Design icache, sky130hd; sources not shown.
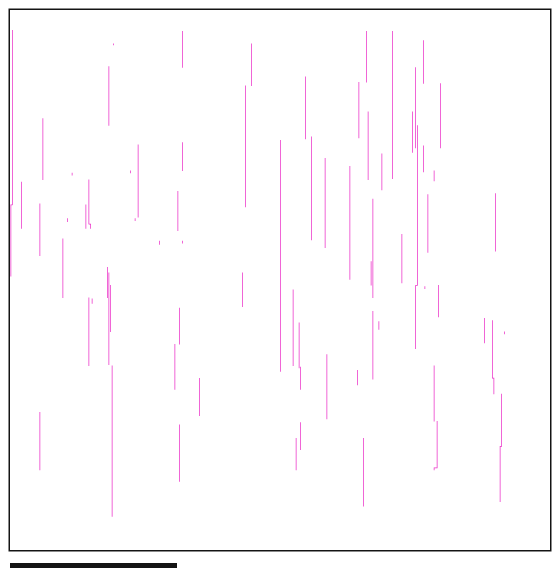
*Signal wires on met4, run 1*
Bar = 100 um.
main direction: vertical
wire length on this layer: 2480 um
share of all routed wire: 2.1%
longest straight run: 139 um
via count: 22.1k
final WL: 118 mm

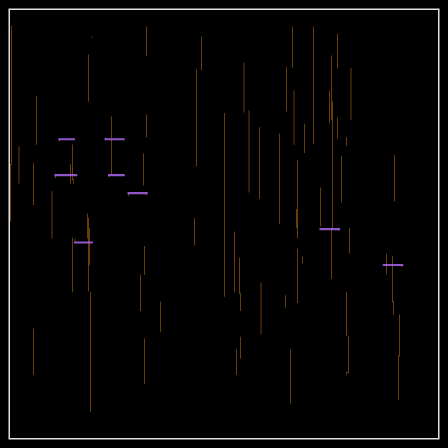
*Metal layers overlaid, run 1*
Two of the layers only.
[orange] met4 | wire length: 2480 um
[purple] met5 | wire length: 106 um
Avg WL per Cell: 29.9 um
Tot GR Track Use: 22.7%

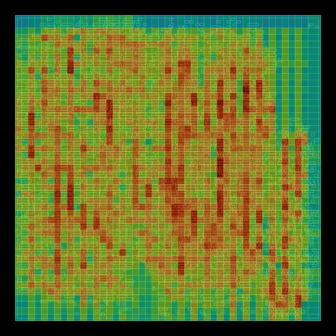
*Congestion heat map, run 1*
met2 Track Usage GR: 38.4%
M1 GR Usage: 30.6%
met3 Use GR: 4.26%

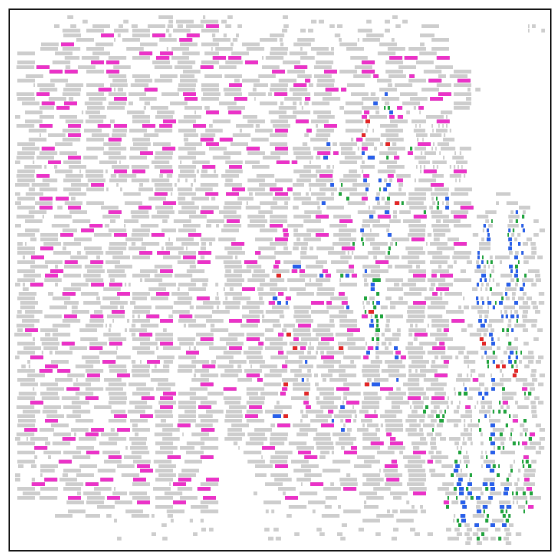
*Selected gate families, run 1*
[red] AND-OR and OR-AND gates | cells: 19
[magenta] multiplexers | cells: 328 | where: all over the die
[green] NAND gates | cells: 132
[blue] inverting AOI/OAI gates | cells: 139
most numerous logic cell after layout: edfxtp_1
logic share of the area: 20.2%
Non-Filler Instances: 3929

==> job_summary.md, run 1 <==
## PnR job results

| Metric | Value |
|---|---|
| Top-area cell share | 70.3% |
| Buffer and inverter count on the worst path | 6 |
| Fp_density | 40.3% |
| CTS Root Cell | clkbuf_16 |
| ANT cells | 0 |
| Status | finished clean |
| Clk_lat worst skew | 690 ps |
| Ao+oa area frac | 2.83% |
| Placed Cells | 3713 |
| Fillers | 9297 |
| Util after Layout | about half |
| # Cells Yosys | 2048 |
| Slowest cell on crit path | nor2_1 |
| Worst Setup Start Kind | input port |
| CP Data Arrival Time | 5780 ps |
| Seq share, synth | 74.2% |
| Placed Area | around 46000 sq um |
| MaxCap Viol Count | 0 |
| ClkCell Share | 7.15% |
| Worst Hold Class | reg -> reg |
| Synthesized area per cell | 20.0 sq um |
| Tool warnings | 29 |
| Fraction of area in registers | just over 60% |
| CORE AREA | slightly above 100000 sq um |
| Worst-path cell chain | clkdlybuf4s50_1 -> buf_8 -> buf_12 -> buf_6 -> nor2_1 -> a22o_1 -> nor3_1 -> nor3b_1 -> o21ai_0 -> nor4bb_1 -> nand4_1 -> or2_4 -> buf_4 -> nor2b_2 -> clkdlybuf4s15_2 |
| Worst hold path depth | 2 |
| Tightest Pin Transition | roughly 940 ps |
| Vias in the first global route | 23.3k |
| Worst path top cell family by delay | simple AND/OR/NAND/NOR gates |
| Die H | 324 um |
| Initial antenna violation count | 11 |
| Setup TNS | 0 ps |
| Cell area leaders | edfxtp_1 (70%), mux4_2 (14%), dfxtp_1 (4.0%) |
| Adder share | 0.0611% |
| Logic area | 10100 sq um |
[run 1: power by group]
part           switching, mW  internal, mW  leakage [nW]  total, mW
combinational          0.356         0.276          5.03      0.632
clock                   2.39          3.06          1.74       5.45
sequential            0.0443          6.45          9.28       6.50
total                   2.79          9.79          16.1       12.6
[run 1: layer usage]
layer | routed length (um) | GRT usage (%)
met5 | 105 | 0
met1 | 49400 | 30.6
met3 | 6590 | 4.26
met4 | 2480 | 5.26
met2 | 58900 | 38.4
[run 1: worst register-to-register path: cells and delay by family, from the launching register on]
family	cells	cell delay [ps]
muxes	1	470
DFF	1	390
xor gates and xnor gates	1	480
AOI/OAI and AO/OA	3	660
buffers and inverters	4	1120
and+or+nand+nor	2	940
==> run 2: changes to the inputs <==
--- a/config.mk
+++ b/config.mk
@@ -8,7 +8,7 @@
 export CAP_MARGIN = 30
 export CELL_PAD_IN_SITES_DETAIL_PLACEMENT = 1
 export CELL_PAD_IN_SITES_GLOBAL_PLACEMENT = 1
-export CORE_MARGIN = 2
+export CORE_MARGIN = 5
 export CORE_UTILIZATION = 40
 export CTS_CLUSTER_DIAMETER = 60
 export DETAILED_ROUTE_END_ITERATION = 12
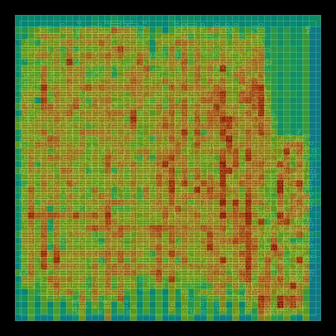
*Congestion heat map, run 2*
met2 Track Usage GR: 37.7%
Util after Layout: 49.2%
Avg WL per Cell: 29.9 um
met3 Use GR: 3.25%

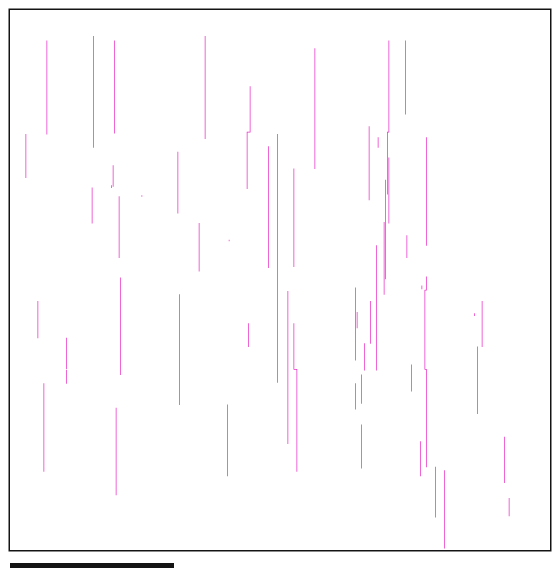
*Signal wires on met4, run 2*
Bar = 100 um.
longest straight run: 152 um
main direction: vertical
nets with wire on the layer: 28
final WL: 117 mm
via count: 22.0k

==> run 2 against run 1 <==
Sequential cell count stayed put. Die size is 3.7% higher. Non-clock buffer count is 2 higher. Fmax hardly changed. Setup slack better by 7.1 ps. Sequential share of layout area is 0.20 points higher. Synthesized area stayed put. Critical endpoint is now imemload[1]. Global-route usage is 1.3 points lower. Combinational power is 1% lower. Critical path type unchanged. Count of clock-buffer cells in the layout stayed put.
==> job_summary.md, run 2 <==
## PnR job results

| Metric | Value |
|---|---|
| Status | finished clean |
| Setup TNS | 0 ps (unchanged) |
| Seq share, synth | 74.2% (unchanged) |
| Non-Filler Instances | 3925 (-0.10%) |
| Crit share post-route | 98.9% |
| Tightest Pin Transition | 1010 ps (+75.2 ps) |
| P_sw | 2.71 mW (-2.8%) |
| Tool warnings | 30 (+3.4%) |
| Most common cell on crit path | buf_8 |
| Top-area cell share | 70.3% (unchanged) |
| Worst Setup Start Kind | input port |
| Top cells excl fill/tap | edfxtp_1 (958), mux4_2 (248), clkdlybuf4s50_1 (161) |
| Pwr top | registers |
| CP Data Arrival Time | 5770 ps (about the same) |
| Cell area leaders | edfxtp_1 (70%), mux4_2 (14%), dfxtp_1 (4.0%) |
| Seq pwr share | 52.3% (+0.6 points) |
| Power Internal | 9.73 mW (-0.61%) |
| Slowest cell on crit path | clkdlybuf4s50_1 |
| Fillers | 9229 (-0.73%) |
| Most numerous logic cell after layout | edfxtp_1 |
| Fp_density | 40.2% (-0.058 points) |
| MaxCap Viol Count | 0 (unchanged) |
| ClkCell Share | 6.93% (-0.23 points) |
| Clock Power Share | 42.7% (-0.6 points) |
| Adder share | 0.0611% (unchanged) |
| Hold slack | 425 ps |
| Port Buffers | just under 200 |
| Logic share of the area | 20.2% (+0.032 points) |
| Vias in the first global route | 23.5k (+0.70%) |
| Fraction of area in registers | 60.8% (+0.20 points) |
| CORE AREA | 102000 sq um (+0.14%) |
| Combinational fraction of design power | 5.0% (about the same) |
| Seq pwr | 6.50 mW (about the same) |
| Worst-path cell chain | clkdlybuf4s50_1 -> buf_8 -> buf_8 -> buf_8 -> buf_8 -> mux4_2 -> mux4_2 -> xnor2_4 -> nand4_1 -> nor4_1 -> nand4_1 -> or2_4 -> buf_4 -> nor2b_2 -> clkdlybuf4s15_1 |
| TritonCTS Buffers | 112 |
| CLK BUF | 138 |
| Sw frac | 21.8% (-0.38 points) |
| # Cells Yosys | 2048 (unchanged) |
| Initial antenna violation count | 7 (-4) |
| Logic area | 10100 sq um (-0.17%) |
| CTS Root Cell | clkbuf_16 |
| Clk. pwr | 5.31 mW (-3%) |
| Clk_lat worst skew | 690 ps (about the same) |
| Placed Area | 46300 sq um (about the same) |
| Die H | 330 um (+1.9%) |
| Worst hold path depth | 2 (unchanged) |
| Synthesized area per cell | 20.0 sq um (unchanged) |
[run 2: worst max-delay path: cells and delay by family]
kind	cells	cell delay (ps)
AND/OR/NAND/NOR	5	1230
buffers and inverters	7	1890
XOR/XNOR	1	260
multiplexers	2	860
[run 2: routing by layer]
metal  wire [um]  vias up  GRT usage [%]
li1            -     9321              -
met1       49200    11941           28.6
met2       60100      620           37.7
met3        5670      152           3.25
met4        2350        8           4.47
met5          54        -              0
[run 2: repair_timing]
| action | CTS | global route |
|---|---|---|
| gates cloned | 0 | 0 |
| pin swaps | 4 | 3 |
| buffers inserted | 3 | 3 |
| endpoints found under the setup margin | 33 | 32 |
| hold buffers | 0 | 0 |
| resized | 114 | 14 |
Power figures rest on the tool's default switching activity, not on a simulated workload.
